### config.mk
export PLATFORM = sky130hd
export DESIGN_NAME = dma_bus_arbiter
export DESIGN_NICKNAME = d
export VERILOG_FILES = /design/src/rtl/dma_bus_arbiter.sv
export SDC_FILE = /design/constraint.sdc
export NUM_CORES = 1
export LEC_CHECK = 0
export CAP_MARGIN = 10
export CELL_PAD_IN_SITES_DETAIL_PLACEMENT = 1
export CELL_PAD_IN_SITES_GLOBAL_PLACEMENT = 2
export CORE_MARGIN = 4
export CORE_UTILIZATION = 25
export DETAILED_ROUTE_END_ITERATION = 16
export PLACE_DENSITY = 0.86
export SYNTH_ARGS = -nofsm -noshare
export SYNTH_HDL_FRONTEND = slang
export SYNTH_SLANG_ARGS = --single-unit
### constraint.sdc
create_clock -name PHI0 -period 3.8 [get_ports PHI0]
set_input_delay 1.14 -clock PHI0 [delete_from_list [all_inputs] [get_ports PHI0]]
set_output_delay 1.14 -clock PHI0 [all_outputs]
set_load 0.1 [all_outputs]
### src/rtl/dma_bus_arbiter.sv
// dma_bus_arbiter: shares the 6502 external bus between the CPU, a sprite
// (OAM) page-copy engine and a single-byte sample (DMC) fetcher. The core is
// stalled through RDY. Transfers are aligned to get/put cycle parity.
module dma_bus_arbiter (
    input  logic        PHI0,
    input  logic        RES,
    input  logic [15:0] cpu_addr,
    input  logic [7:0]  cpu_dout,
    input  logic        cpu_rw,
    input  logic        dmc_req,
    input  logic [15:0] dmc_addr,
    input  logic [7:0]  bus_din,
    output logic        RDY,
    output logic [15:0] ab,
    output logic        bus_rw,
    output logic [7:0]  bus_dout,
    output logic        oam_busy,
    output logic        dmc_ack,
    output logic [7:0]  dmc_data
);

    localparam logic [15:0] OAM_REG  = 16'h4014;
    localparam logic [15:0] OAM_DEST = 16'h2004;

    typedef enum logic [1:0] {IDLE, HALT, DUMMY, XFER} state_t;
    typedef enum logic [2:0] {
        SLOT_PASS, SLOT_DUMMY, SLOT_DMC_GET, SLOT_OAM_GET, SLOT_OAM_PUT, SLOT_ALIGN
    } slot_t;

    state_t      state_q, state_d;
    logic        p_q;
    logic [7:0]  page_q, page_d;
    logic [7:0]  idx_q, idx_d;
    logic [7:0]  latch_q, latch_d;
    logic        valid_q, valid_d;
    logic        oam_busy_q, oam_busy_d;
    logic        dmc_pend_q, dmc_pend_d;
    logic        dmc_ack_q, dmc_ack_d;
    logic [7:0]  dmc_data_q, dmc_data_d;
    logic        rdy_q, rdy_d;
    slot_t       slot_s;
    logic        trigger_s;

    assign RDY      = rdy_q;
    assign oam_busy = oam_busy_q;
    assign dmc_ack  = dmc_ack_q;
    assign dmc_data = dmc_data_q;

    // Decode what the current cycle does on the bus; DMC wins the GET slot.
    always_comb begin
        slot_s = SLOT_PASS;
        case (state_q)
            IDLE, HALT: slot_s = SLOT_PASS;
            DUMMY:      slot_s = SLOT_DUMMY;
            XFER: begin
                if (!p_q && dmc_pend_q) begin
                    slot_s = SLOT_DMC_GET;
                end else if (!p_q && oam_busy_q) begin
                    slot_s = SLOT_OAM_GET;
                end else if (p_q && valid_q) begin
                    slot_s = SLOT_OAM_PUT;
                end else begin
                    slot_s = SLOT_ALIGN;
                end
            end
            default:    slot_s = SLOT_PASS;
        endcase
    end

    // External bus mux: pass-through unless a DMA slot owns the bus.
    always_comb begin
        ab       = cpu_addr;
        bus_rw   = cpu_rw;
        bus_dout = cpu_dout;
        case (slot_s)
            SLOT_PASS: begin
                ab     = cpu_addr;
                bus_rw = cpu_rw;
            end
            SLOT_DUMMY, SLOT_ALIGN: begin
                ab     = cpu_addr;
                bus_rw = 1'b1;
            end
            SLOT_DMC_GET: begin
                ab     = dmc_addr;
                bus_rw = 1'b1;
            end
            SLOT_OAM_GET: begin
                ab     = {page_q, idx_q};
                bus_rw = 1'b1;
            end
            SLOT_OAM_PUT: begin
                ab       = OAM_DEST;
                bus_rw   = 1'b0;
                bus_dout = latch_q;
            end
            default: begin
                ab     = cpu_addr;
                bus_rw = cpu_rw;
            end
        endcase
    end

    // Next-state: OAM trigger, DMC pending flag, slot side effects, FSM.
    always_comb begin
        state_d    = state_q;
        page_d     = page_q;
        idx_d      = idx_q;
        latch_d    = latch_q;
        valid_d    = valid_q;
        oam_busy_d = oam_busy_q;
        dmc_data_d = dmc_data_q;
        dmc_ack_d  = 1'b0;

        trigger_s = ((state_q == IDLE) || (state_q == HALT)) && !cpu_rw &&
                    (cpu_addr == OAM_REG) && !oam_busy_q;

        // The ack cycle is masked so a requester still holding dmc_req
        // while it sees the ack does not cause a second fetch.
        if (slot_s == SLOT_DMC_GET) begin
            dmc_pend_d = 1'b0;
        end else if (dmc_req && !dmc_ack_q) begin
            dmc_pend_d = 1'b1;
        end else begin
            dmc_pend_d = dmc_pend_q;
        end

        if (trigger_s) begin
            page_d     = cpu_dout;
            idx_d      = 8'd0;
            valid_d    = 1'b0;
            oam_busy_d = 1'b1;
        end else if (slot_s == SLOT_DMC_GET) begin
            dmc_data_d = bus_din;
            dmc_ack_d  = 1'b1;
        end else if (slot_s == SLOT_OAM_GET) begin
            latch_d = bus_din;
            valid_d = 1'b1;
        end else if (slot_s == SLOT_OAM_PUT) begin
            valid_d = 1'b0;
            idx_d   = idx_q + 8'd1;
            if (idx_q == 8'd255) begin
                oam_busy_d = 1'b0;
            end else begin
                oam_busy_d = oam_busy_q;
            end
        end else begin
            latch_d = latch_q;
        end

        case (state_q)
            IDLE: begin
                if (trigger_s || dmc_pend_q) begin
                    state_d = HALT;
                end else begin
                    state_d = IDLE;
                end
            end
            HALT: begin
                // Core writes ignore RDY, so only a read cycle ends the halt.
                if (cpu_rw) begin
                    if (dmc_pend_q && !oam_busy_q) begin
                        state_d = DUMMY;
                    end else begin
                        state_d = XFER;
                    end
                end else begin
                    state_d = HALT;
                end
            end
            DUMMY:   state_d = XFER;
            XFER: begin
                if (!oam_busy_d && !dmc_pend_d) begin
                    state_d = IDLE;
                end else begin
                    state_d = XFER;
                end
            end
            default: state_d = IDLE;
        endcase

        rdy_d = (state_d == IDLE);
    end

    // State and registered outputs; synchronous reset; parity toggles each cycle.
    always_ff @(posedge PHI0) begin
        if (RES) begin
            state_q    <= IDLE;
            p_q        <= 1'b0;
            page_q     <= 8'd0;
            idx_q      <= 8'd0;
            latch_q    <= 8'd0;
            valid_q    <= 1'b0;
            oam_busy_q <= 1'b0;
            dmc_pend_q <= 1'b0;
            dmc_ack_q  <= 1'b0;
            dmc_data_q <= 8'd0;
            rdy_q      <= 1'b1;
        end else begin
            state_q    <= state_d;
            p_q        <= ~p_q;
            page_q     <= page_d;
            idx_q      <= idx_d;
            latch_q    <= latch_d;
            valid_q    <= valid_d;
            oam_busy_q <= oam_busy_d;
            dmc_pend_q <= dmc_pend_d;
            dmc_ack_q  <= dmc_ack_d;
            dmc_data_q <= dmc_data_d;
            rdy_q      <= rdy_d;
        end
    end

endmodule

Wire density map:
The die is cut into 20 by 20 equal tiles; dark blue is low, red is high, scaled to the fullest tile. Values are wire area over tile area, all layers added.
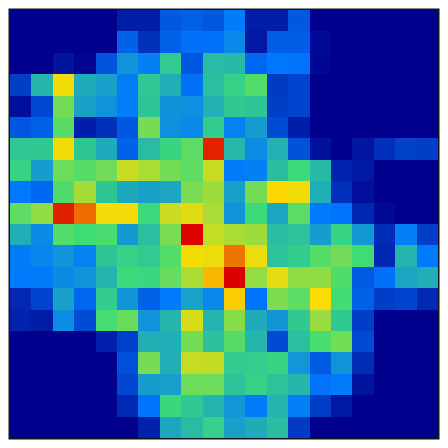
fullest tile	0.44
emptiest ninth of the die	upper right
nearly empty tiles	26%
mean over tiles	0.12

Placed standard cells:
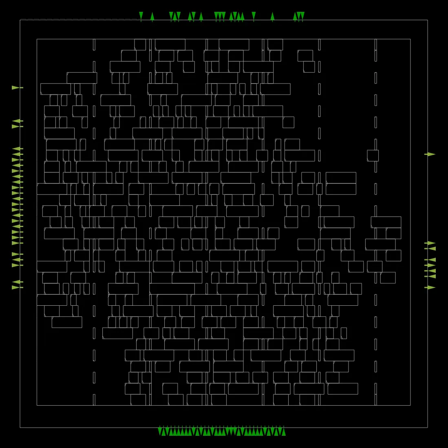
final instance count without filler cells: 442
cell row count: 33
final core utilization: 41.62%
tapcells inserted: 105
sequential share of cell area: 23.45%

==> run summary <==
Figures from the implementation reports.

- The overall routing resource usage is 16.15%.
- 88 I/O pins were placed.
- The via count of the first global-routing pass is 2407.
- The flow reports that sequential cells draw 38.1% of the design power.
- Counting flops with a built-in enable in the synthesized netlist gives 0.
- The post-layout instance area reads 3420 um^2.
- Compared with the post-synthesis result, the final layout area differs by 62.00%.
- The total placed instance area is 3298 um^2.
- After synthesis, the largest area contributor takes up 37.94% of total cell area.
- The summed standard-cell area reported by yosys reads 2111 um^2.
- The leading area contributor after synthesis is sky130_fd_sc_hd__dfxtp_1.
- The quantity of gates resized following cts reads 0.
- The area of the mapped netlist is 2111 um^2.
- The run finished with clean final reports.
- The most critical min-delay path falls under flip-flop to flip-flop.
- The aggregate routed wire length is 7783 um.
- Per STA, the worst path is made up of nand2_4 -> or3_1 -> o21a_4 -> a221o_1 -> buf_12.
- During placement, the flow inserted port buffers numbering 87.
- The power consumed by combinational cells reads 0.334 mW.
- The mean instance size in the synthesized netlist is 8.376 um^2.
- The maximum root-to-sink buffer count is 2.
- According to the floorplan report, the placeable core area is 8217 um^2.
- The clock buffer count from CTS is 5.
- The worst min-delay path endpoint is dmc_data[5].
- The final count of negative-setup-slack endpoints is 0.
- The weighted congestion reported at the end of routability-driven placement reads 0.7603.
- According to the report, the first pass of detailed routing completed in 4 iterations.
- The total congestion overflow is 0.
- The setup slack on the worst flop-to-flop path is 1.37 ns.
- The data required time at the worst endpoint reads 2.66 ns.
- The shortest clock period the worst path allows after layout reads 3.610 ns.
- The final worst slack reads 0.1896 ns.
- The floorplan utilization is 25.69%.
- The detailed placer reported the number of placed instances as 434.
- The power per standard cell area is 334.2 nW/um^2.
- The kind of critical path is flip-flop to output pin.
- The violation tally from detailed-route iteration zero reads 105.
- The number of synthesis warnings reads 0.
- The count of cells along the worst register-to-register path reads 4.
- The synthesis stats list as the most numerous cell sky130_fd_sc_hd__nand2_1.
- Per the timing report, the biggest fanout along the worst path comes to 14.
- The worst slack at placement reads 0.4252 ns.
- For reference, the clock transition at the flip-flops on the worst setup and hold paths is 0.09 ns.
- Ranked by total cell area, the synthesized netlist is headed by sky130_fd_sc_hd__dfxtp_1, sky130_fd_sc_hd__nand2_1, sky130_fd_sc_hd__mux2i_1.
- In this design, the stage delay of the slowest critical-path cell is 0.60 ns.
kinds of logic after synthesis:
family,share of synthesized area (%)
compound gates,17.67
xor+xnor,2.905
fa+ha+maj,0.5927
buf+inv,5.335
flops,37.94
mux,8.358
simple gates,27.21
tightest hold or removal path: stages (launching register included):
cell and delay (ns):
sky130_fd_sc_hd__dfxtp_1 0.32, sky130_fd_sc_hd__nand2_1 0.05, sky130_fd_sc_hd__a21oi_1 0.05
worst max-delay path by stage:
stage | startpoint | endpoint | slack, ns | cells after the start
finish | state_q[1] | ab[14] | 0.19 | 5
CTS | state_q[1] | ab[14] | 0.18 | 5
detailed placement | dmc_addr[2] | ab[2] | 0.43 | 4
global placement | dmc_addr[2] | ab[2] | 0.42 | 4
floorplan | oam_busy | ab[3] | -0.07 | 4
global route | state_q[1] | ab[14] | 0.1 | 5
state kept, by name, indices dropped and copies added, names as in the netlist:
register    flops
valid_q         1
idx_q           8
oam_busy        1
dmc_ack         1
RDY             1
dmc_data        8
page_q          8
latch_q         8
dmc_pend_q      1
p_q             1
state_q         2
routing by layer:
layer  vias up  routed length [um]  share of wire (%)  global-route usage [%]
li1       1076                   -                  -                       -
met1      1068                3326                 43                   19.44
met2        51                3918                 50                   28.27
met3         8                 428                5.5                   4.378
met4         0                 109                1.4                   4.307
met5         -                   0                  0                       0
area by class of cell:
type                            count  area [um^2]
Tap cell                          105        131.4
Multi-Input combinational cell    192         1211
Clock inverter                      2        38.79
Fill cell                         945         4797
Sequential cell                    40        802.0
Timing Repair Buffer               93         1139
Inverter                            4        15.01
Clock buffer                        6        82.58
No activity file was given, so power comes from the tool's default toggle rates.
